[config.mk]
export PLATFORM = sky130hd
export DESIGN_NAME = operand_issue
export DESIGN_NICKNAME = d
export VERILOG_FILES = /design/src/rtl/operand_issue.sv
export SDC_FILE = /design/constraint.sdc
export NUM_CORES = 1
export LEC_CHECK = 0
export CAP_MARGIN = 20
export CORE_MARGIN = 2
export CORE_UTILIZATION = 40
export CTS_CLUSTER_DIAMETER = 150
export CTS_CLUSTER_SIZE = 16
export DETAILED_ROUTE_END_ITERATION = 8
export DONT_BUFFER_PORTS = 1
export PLACE_DENSITY_LB_ADDON = 0.08
export SYNTH_ARGS = -nofsm -noshare
export SYNTH_HDL_FRONTEND = slang
export SYNTH_SLANG_ARGS = --single-unit
[constraint.sdc]
create_clock -name clk -period 8.64 [get_ports clk]
set_input_delay 0.864 -clock clk [delete_from_list [all_inputs] [get_ports clk]]
set_output_delay 0.864 -clock clk [all_outputs]
set_load 0.02 [all_outputs]
[src/rtl/operand_issue.sv]
// Issue/writeback stage for the 16-bit CPU: owns the register file, feeds operands to the ALU, and writes the result back.
// Optional build macro R0_ZERO_EN: R0 reads as zero and ignores every write.
module operand_issue #(
    parameter int NREGS = 8,
    parameter int WIDTH = 16
) (
    input  logic             clk,
    input  logic             reset,
    input  logic             instr_valid,
    input  logic [WIDTH-1:0] instr_in,
    output logic             instr_ready,
    input  logic             load_en,
    input  logic [2:0]       load_addr,
    input  logic [WIDTH-1:0] load_data,
    output logic [WIDTH-1:0] instruction,
    output logic [WIDTH-1:0] rddata,
    output logic [WIDTH-1:0] rsdata,
    output logic [WIDTH-1:0] rmdata,
    output logic [WIDTH-1:0] N,
    input  logic [WIDTH-1:0] aluout,
    output logic             wb_done,
    output logic             wb_wrote,
    output logic [1:0]       state_dbg
);

    // Handshake: an instruction transfers on a rising edge where instr_valid && instr_ready;
    // instr_ready is high only in IDLE, and upstream holds instr_in stable until the transfer.
    typedef enum logic [1:0] {
        S_IDLE = 2'd0,
        S_READ = 2'd1,
        S_EXEC = 2'd2,
        S_WB   = 2'd3
    } state_t;

    state_t           state_q, state_d;
    logic [WIDTH-1:0] instr_q;
    logic [WIDTH-1:0] instruction_q;
    logic [WIDTH-1:0] rddata_q, rsdata_q, rmdata_q, n_q;
    logic [WIDTH-1:0] rddata_d, rsdata_d, rmdata_d, n_d;
    logic [WIDTH-1:0] result_q;
    logic             wb_done_q, wb_wrote_q;
    logic [WIDTH-1:0] regs_q [NREGS];

    logic             take, do_load, do_wb;
    logic             wr_en;
    logic [2:0]       wr_addr;
    logic [WIDTH-1:0] wr_data;

    function automatic logic in_wb_set(input logic [4:0] op);
        case (op)
            5'b01000, 5'b01001, 5'b01010, 5'b01011,
            5'b01100, 5'b11000, 5'b11010: in_wb_set = 1'b1;
            default:                      in_wb_set = 1'b0;
        endcase
    endfunction

    always_comb begin
        state_d = state_q;
        take    = 1'b0;
        do_load = 1'b0;
        do_wb   = 1'b0;
        case (state_q)
            S_IDLE: begin
                // A transfer wins over a same-cycle load; that load is dropped.
                if (instr_valid) begin
                    take    = 1'b1;
                    state_d = S_READ;
                end else if (load_en) begin
                    do_load = 1'b1;
                end
            end
            S_READ: state_d = S_EXEC;
            S_EXEC: state_d = S_WB;
            S_WB: begin
                do_wb   = in_wb_set(instr_q[15:11]);
                state_d = S_IDLE;
            end
            default: state_d = S_IDLE;
        endcase
    end

    always_comb begin
        rddata_d = regs_q[instr_q[10:8]];
        rsdata_d = regs_q[instr_q[7:5]];
        rmdata_d = regs_q[instr_q[4:2]];
        n_d      = {{(WIDTH-5){1'b0}}, instr_q[4:0]};
`ifdef R0_ZERO_EN
        if (instr_q[10:8] == 3'd0) rddata_d = '0;
        if (instr_q[7:5] == 3'd0)  rsdata_d = '0;
        if (instr_q[4:2] == 3'd0)  rmdata_d = '0;
`endif
    end

    always_comb begin
        wr_en   = 1'b0;
        wr_addr = load_addr;
        wr_data = load_data;
        if (do_load) begin
            wr_en = 1'b1;
        end else if (do_wb) begin
            wr_en   = 1'b1;
            wr_addr = instr_q[10:8];
            wr_data = result_q;
        end
`ifdef R0_ZERO_EN
        if (wr_addr == 3'd0) wr_en = 1'b0;
`endif
    end

    always_ff @(posedge clk or posedge reset) begin
        if (reset) begin
            state_q       <= S_IDLE;
            instr_q       <= '0;
            instruction_q <= '0;
            rddata_q      <= '0;
            rsdata_q      <= '0;
            rmdata_q      <= '0;
            n_q           <= '0;
            result_q      <= '0;
            wb_done_q     <= 1'b0;
            wb_wrote_q    <= 1'b0;
            for (int i = 0; i < NREGS; i++) regs_q[i] <= '0;
        end else begin
            state_q <= state_d;
            if (take) instr_q <= instr_in;
            // Operands are sampled before this instruction's own writeback, so Rd==Rs/Rm sees the old value.
            if (state_q == S_READ) begin
                instruction_q <= instr_q;
                rddata_q      <= rddata_d;
                rsdata_q      <= rsdata_d;
                rmdata_q      <= rmdata_d;
                n_q           <= n_d;
            end
            if (state_q == S_EXEC) result_q <= aluout;
            wb_done_q  <= (state_q == S_WB);
            wb_wrote_q <= do_wb;
            if (wr_en) regs_q[wr_addr] <= wr_data;
        end
    end

    assign instr_ready = (state_q == S_IDLE);
    assign instruction = instruction_q;
    assign rddata      = rddata_q;
    assign rsdata      = rsdata_q;
    assign rmdata      = rmdata_q;
    assign N           = n_q;
    assign wb_done     = wb_done_q;
    assign wb_wrote    = wb_wrote_q;
    assign state_dbg   = state_q;

endmodule

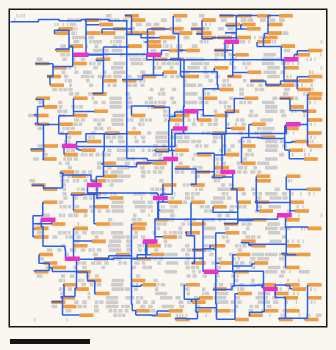
run_1/clock_wires.png
Scale bar: 50 µm.
[orange] flip-flops | count: 228
[blue] clock wires | length: 3630 µm
[magenta] clock-net drivers | count: 18
routed clock nets: 19

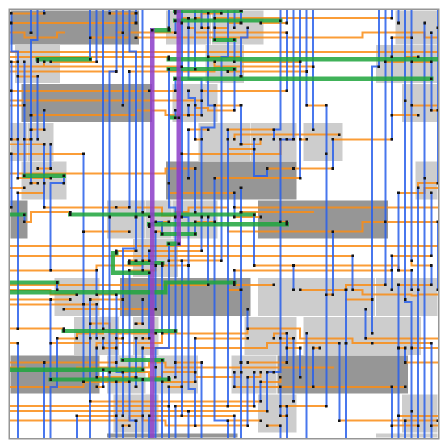
run_1/closeup.png
Region (134, 35) to (164, 65) µm. Cells in grey, sequential cells in the stronger grey; small squares are vias.
[purple] M4
[green] M3
[orange] M1
[blue] M2
most frequent: dfrtp_1 (7), o32ai_1 (6), a221oi_1 (6)
netlist names of flops here include: regs_q (7)
sequential cells in the window: 7
cells with their middle in the window: 34

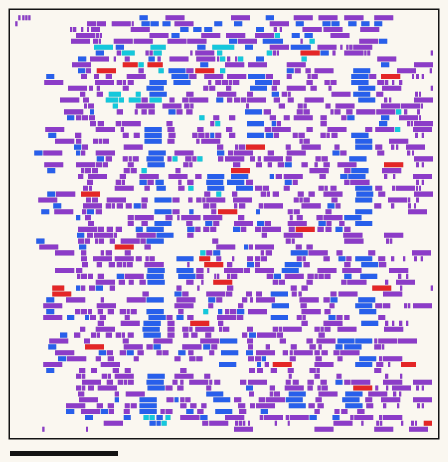
run_1/sizing.png
Scale bar: 50 µm.
[purple] x1 and smaller | cells: 883 | share: 75%
[blue] x2 | cells: 228 | share: 19%
[red] x6 and larger | cells: 25 | share: 2.1%
[cyan] x3 and x4 | cells: 37 | share: 3.2%
synth-to-layout area growth: 2.96%
Non-clk bufs: 31
final worst slack: 5.01 ns
Final Cell Area: 0.0155 mm²

==> run_results.csv, run 1 <==
group,metric,value,unit
status,status,"finished clean",
synthesis,syn_area,0.0151,mm²
layout,lay_top_cells,"225 x dfrtp_1, 128 x o32ai_1, 128 x a221oi_1, 128 x a211oi_1, 96 x mux4_2",
global_route,overflow,0,
clock_tree,clk_pin_slew,0.08,ns
synthesis,ys_top_logic_family,"AND-OR/OR-AND gates",
final_timing,hold_ws,0.297,ns
place,placement.io_buffers,0,
worst_hold_path,hp-class,"input port to async pin",
detailed_routing,wl_met1,24300,µm
global_route,use_met3,4.45,%
synthesis,ys_warn_count,0,
power_and_ir_drop,power.switching,0.00250,W
layout,drive_gt1_share,24.7,%
global_route,grt_usage,28.4,%
power_and_ir_drop,p_comb_share,45.7,%
final_timing,max_freq,275,MHz
synthesis,ys_ff,228,
global_route,grt_pass1_wl,83500,µm
clock_tree,cts.sinks,228,
synthesis,avgSynthCellArea,11.4,µm²
global_route,met2_usage,44.0,%
global_route,antenna_found_initial,0,
synthesis,common_cells,"228 x dfrtp_1, 128 x a211oi_1, 128 x a221oi_1, 128 x o32ai_1, 96 x mux4_2",
global_route,met1_usage,41.4,%
synthesis,async_reset_ff_share,100,%
critical_path,worstPathMaxFanout,256,
detailed_routing,vias_per_cell,7.35,
detailed_routing,drc,0,
final_timing,grt_setup_unrepaired,"false",
run,warning_count,37,
clock_tree,post_cts_resize_count,0,
critical_path,cp.required,9.08,ns
clock_tree,numCtsBuffers,18,
clock_tree,htree_num_levels,1,
final_timing,finalCritPeriodShare,42.1,%
critical_path,crit-reg2reg-launch,"state_dbg[1]$_DFFE_PP0P_",
synthesis,yosysChipArea,0.0151,mm²
global_route,grt_start_max_net_pins,257,
place,gp_congestion,0.782,
clock_tree,insertion_delay,0.53,ns
place,placed_cells,1662,
synthesis,ys_sh_mux,21.1,%
power_and_ir_drop,total_leakage_power,5.47,nW
detailed_routing,route.final.wire_length,56100,µm
floorplan,floorplan.core_util,40.3,%
clock_tree,cts_hold_buf,0,
power_and_ir_drop,ir_drop,0.361,mV
synthesis,synth_top_area_share,37.9,%
final_timing,final_max_slew_viol_count,0,
critical_path,startpoint_type,"flip-flop",
power_and_ir_drop,seq-power,0.00195,W
critical_path,path_buffers,3,
power_and_ir_drop,p_clk,0.000831,W
synthesis,edf_count,0,
final_timing,setup_viol,0,
detailed_routing,highest_layer,"met4",
critical_path,worstSetupPathType,"flip-flop to flip-flop",
synthesis,synth_top_flop_cell,"dfrtp_1",
final_timing,relSlewSlack,0.737,%
==> run 1: worst max path at each step <==
stage / from / depth (start not counted) / end / slack, ns
3_3_place_gp: state_dbg[1]$_DFFE_PP0P_ / 6 / regs_q[6]$_DFFE_PP0P_ / 5.27
2_1_floorplan: reset / 1 / instr_q[0]$_DFFE_PP0P_ / 1.53
6_report: state_dbg[1]$_DFFE_PP0P_ / 8 / regs_q[70]$_DFFE_PP0P_ / 5.01
4_1_cts: state_dbg[1]$_DFFE_PP0P_ / 8 / regs_q[95]$_DFFE_PP0P_ / 5.24
5_1_grt: state_dbg[1]$_DFFE_PP0P_ / 8 / regs_q[108]$_DFFE_PP0P_ / 4.95
3_5_place_dp: state_dbg[1]$_DFFE_PP0P_ / 8 / regs_q[90]$_DFFE_PP0P_ / 5.27
==> run 1: logic make-up after synthesis <==
kind of cell,count (synthesis)
simple gates,240
flops,228
mux,192
fa+ha+maj,4
compound gates,441
buf+inv,220
other cells,1
==> run 1: cell type report <==
| type | count | area, µm² | share of cell area, % |
|---|---|---|---|
| Inverter | 4 | 22.5 | 0.145 |
| Timing Repair Buffer | 31 | 265 | 1.71 |
| Multi-Input combinational cell | 888 | 8380 | 54.0 |
| Clock buffer | 21 | 483 | 3.11 |
| Sequential cell | 228 | 5710 | 36.8 |
| Clock inverter | 1 | 16.3 | 0.105 |
| Tap cell | 511 | 639 | 4.12 |
==> run 1: sequential cells by signal (all words and copies together) (netlist names) <==
signal / cells
regs_q: 128
instr_q: 16
instruction: 16
rddata: 16
result_q: 16
rmdata: 16
rsdata: 16
state_dbg: 2
wb_done: 1
wb_wrote: 1
## Run 2: what changed since run 1
clock period = 3.7 ns   (was 8.64 ns; I/O delays follow)
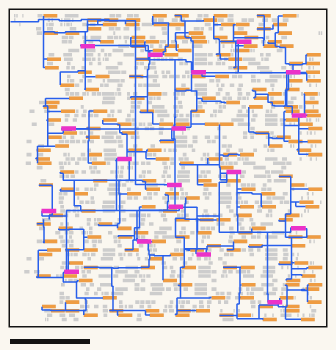
run_2/clock_wires.png
Scale bar: 50 µm.
[blue] clock wires | length: 3540 µm
[magenta] clock-net drivers | count: 18
[orange] flip-flops | count: 228
flops lie: spread over the die
routed clock nets: 19

==> run 2 against run 1 <==
  * Flip-flop count stayed put
  * First-iteration DRC count is 13% higher
  * Largest power group unchanged
  * Clock power is 130% higher
  * Clock-buffer cell count stayed put
==> run_results.csv, run 2 <==
group,metric,value,unit
status,status,"finished clean",
power_and_ir_drop,maxPowerGroup,"combinational cells",
final_timing,fin_ws,0.718,ns
floorplan,taps,511,
final_timing,grt_setup_unrepaired,"false",
layout,sh_seq_area,35.6,%
global_route,grt_usage,28.7,%
critical_path,cp_slowest_stage_delay,0.56,ns
clock_tree,clk_pin_slew,0.08,ns
global_route,grt_pass1_vias,12100,
power_and_ir_drop,p_clk,0.00191,W
clock_tree,cts.sinks,228,
detailed_routing,highest_layer,"met4",
final_timing,final_max_slew_viol_count,0,
layout,flops,228,
layout,regArea,0.00571,mm²
synthesis,edf_count,0,
layout,nNonClkInverters,4,
layout,largest_register_ffs,128,
critical_path,crit-reg2reg-launch,"state_dbg[1]$_DFFE_PP0P_",
layout,comb_area_share,52.2,%
synthesis,synth_top_flop_cell,"dfrtp_1",
synthesis,yosysTopAreaCell,"dfrtp_1",
run,warning_count,35,
global_route,antenna_found_initial,0,
critical_path,worstPathMaxFanout,9,
layout,antenna_cells,0,
final_timing,setup_viol,0,
final_timing,relSlewSlack,32.6,%
global_route,grt_start_max_net_pins,129,
detailed_routing,vias_per_cell,7.32,
synthesis,common_cells,"228 x dfrtp_1, 128 x a211oi_1, 128 x a221oi_1, 128 x o32ai_1, 96 x mux4_2",
clock_tree,insertion_delay,0.53,ns
synthesis,synth_top_area_share,37.9,%
layout,top_register,"regs_q",
layout,buf_share,5.01,%
detailed_routing,wl_met1,24600,µm
synthesis,ys_ff,228,
power_and_ir_drop,clkPwrFrac,15.9,%
synthesis,syn_area,0.0151,mm²
synthesis,avgSynthCellArea,11.4,µm²
power_and_ir_drop,ir_drop,0.832,mV
layout,nNonClkBuffers,80,
detailed_routing,drc,0,
critical_path,startpoint_type,"flip-flop",
place,placement.io_buffers,0,
layout,fin_area,0.0160,mm²
global_route,overflow,0,
final_timing,finalCritPeriodShare,80.6,%
synthesis,async_reset_ff_share,100,%
layout,final-clk-cell-share,3.11,%
layout,area_delta_synth_final,6.46,%
layout,drive_gt1_share,25.6,%
critical_path,cp.required,4.10,ns
clock_tree,numCtsBuffers,18,
synthesis,ys_warn_count,0,
clock_tree,post_cts_resize_count,0,
layout,comb_cells,888,
power_and_ir_drop,p_comb_share,45.0,%
place,placed_cells,1685,
worst_hold_path,hp-class,"input port to flip-flop",
layout,top_area_cell_class,"multi-input combinational cells",
floorplan,floorplan.core_util,40.3,%
detailed_routing,route.final.wire_length,56500,µm
critical_path,path_buffers,2,
final_timing,max_freq,335,MHz
power_and_ir_drop,p_seq_share,39.1,%
synthesis,yosysChipArea,0.0151,mm²
power_and_ir_drop,total_leakage_power,5.70,nW
critical_path,worstSetupPathType,"flip-flop to flip-flop",
critical_path,endpoint_kind,"flip-flop",
place,gp_congestion,0.782,
final_timing,skew,0.0273,ns
layout,logic_area,0.00837,mm²
final_timing,tightest_slew,1.01,ns
power_and_ir_drop,seq-power,0.00473,W
final_timing,setup_tns,0,ns
global_route,grt_pass1_wl,84400,µm
power_and_ir_drop,power.switching,0.00588,W
clock_tree,htree_num_levels,1,
layout,nClkBuffers,21,
synthesis,synthTopCellsByArea,"dfrtp_1 38%, mux4_2 14%, a221oi_1 7.4%, o32ai_1 7.4%, a211oi_1 6.4%",
layout,lay_top_cells,"225 x dfrtp_1, 128 x o32ai_1, 128 x a221oi_1, 128 x a211oi_1, 96 x mux4_2",
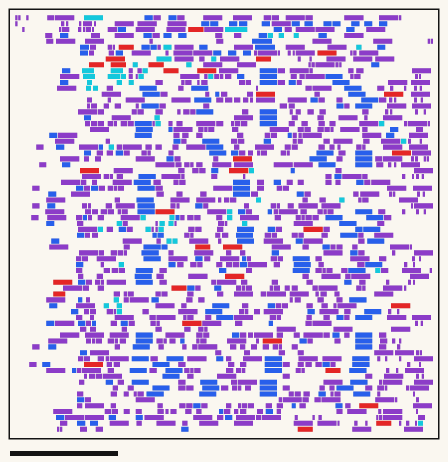
run_2/sizing.png
Scale bar: 50 µm.
[blue] x2 | cells: 229 | share: 19%
[red] x6 and larger | cells: 32 | share: 2.6%
[purple] x1 and smaller | cells: 909 | share: 74%
[cyan] x3 and x4 | cells: 52 | share: 4.3%

run 2: cell count changes in the layout (fill, tap and decap cells not counted), sizes merged:
cell / previous run / this run
buf: 31 / 54
clkinvlp: 0 / 1
dlygate4sd3: 0 / 26
inv: 4 / 3
run 2: layer usage:
metal,track usage [%],vias to the layer above
li1,-,5214
met1,42.2,6647
met2,43.6,735
met3,4.79,86
met4,7.99,0
met5,0,-
run 2: kinds of logic (layout without fill, tap and decap cells):
kind of cell / after synthesis / in the layout / synth area share [%]
muxes: 192 / 192 / 21.1
AOI/OAI and AO/OA: 441 / 441 / 23.3
buffers and inverters: 220 / 106 / 7.26
other: 1 / 11 / 0.0249
DFF: 228 / 228 / 37.9
and+or+nand+nor: 240 / 240 / 10.1
adders and majority gates: 4 / 4 / 0.332
run 2: metrics by stage:
| step | hold slack, ns | util, % |
|---|---|---|
| 4_1_cts | 0.000319 | 42.8 |
| 6_report | 0.00933 | 42.9 |
| 5_1_grt | 0.00135 | 42.9 |
| 3_3_place_gp | 0.360 | 40.9 |
| 3_5_place_dp | 0.363 | 40.9 |
| 2_1_floorplan | 0.468 | - |
run 2: worst max path at each step:
stage / start / end / depth (start not counted) / slack (ns)
after global routing: state_dbg[0]$_DFFE_PP0P_ / regs_q[29]$_DFFE_PP0P_ / 7 / 0.62
after global placement: state_dbg[1]$_DFFE_PP0P_ / regs_q[16]$_DFFE_PP0P_ / 7 / 0.87
after detailed placement: state_dbg[1]$_DFFE_PP0P_ / regs_q[26]$_DFFE_PP0P_ / 7 / 0.86
after floorplan: reset / instr_q[0]$_DFFE_PP0P_ / 1 / 0.35
after CTS: state_dbg[0]$_DFFE_PP0P_ / regs_q[16]$_DFFE_PP0P_ / 7 / 0.84
final: state_dbg[1]$_DFFE_PP0P_ / regs_q[29]$_DFFE_PP0P_ / 7 / 0.72
Power and IR drop assume default switching activity.
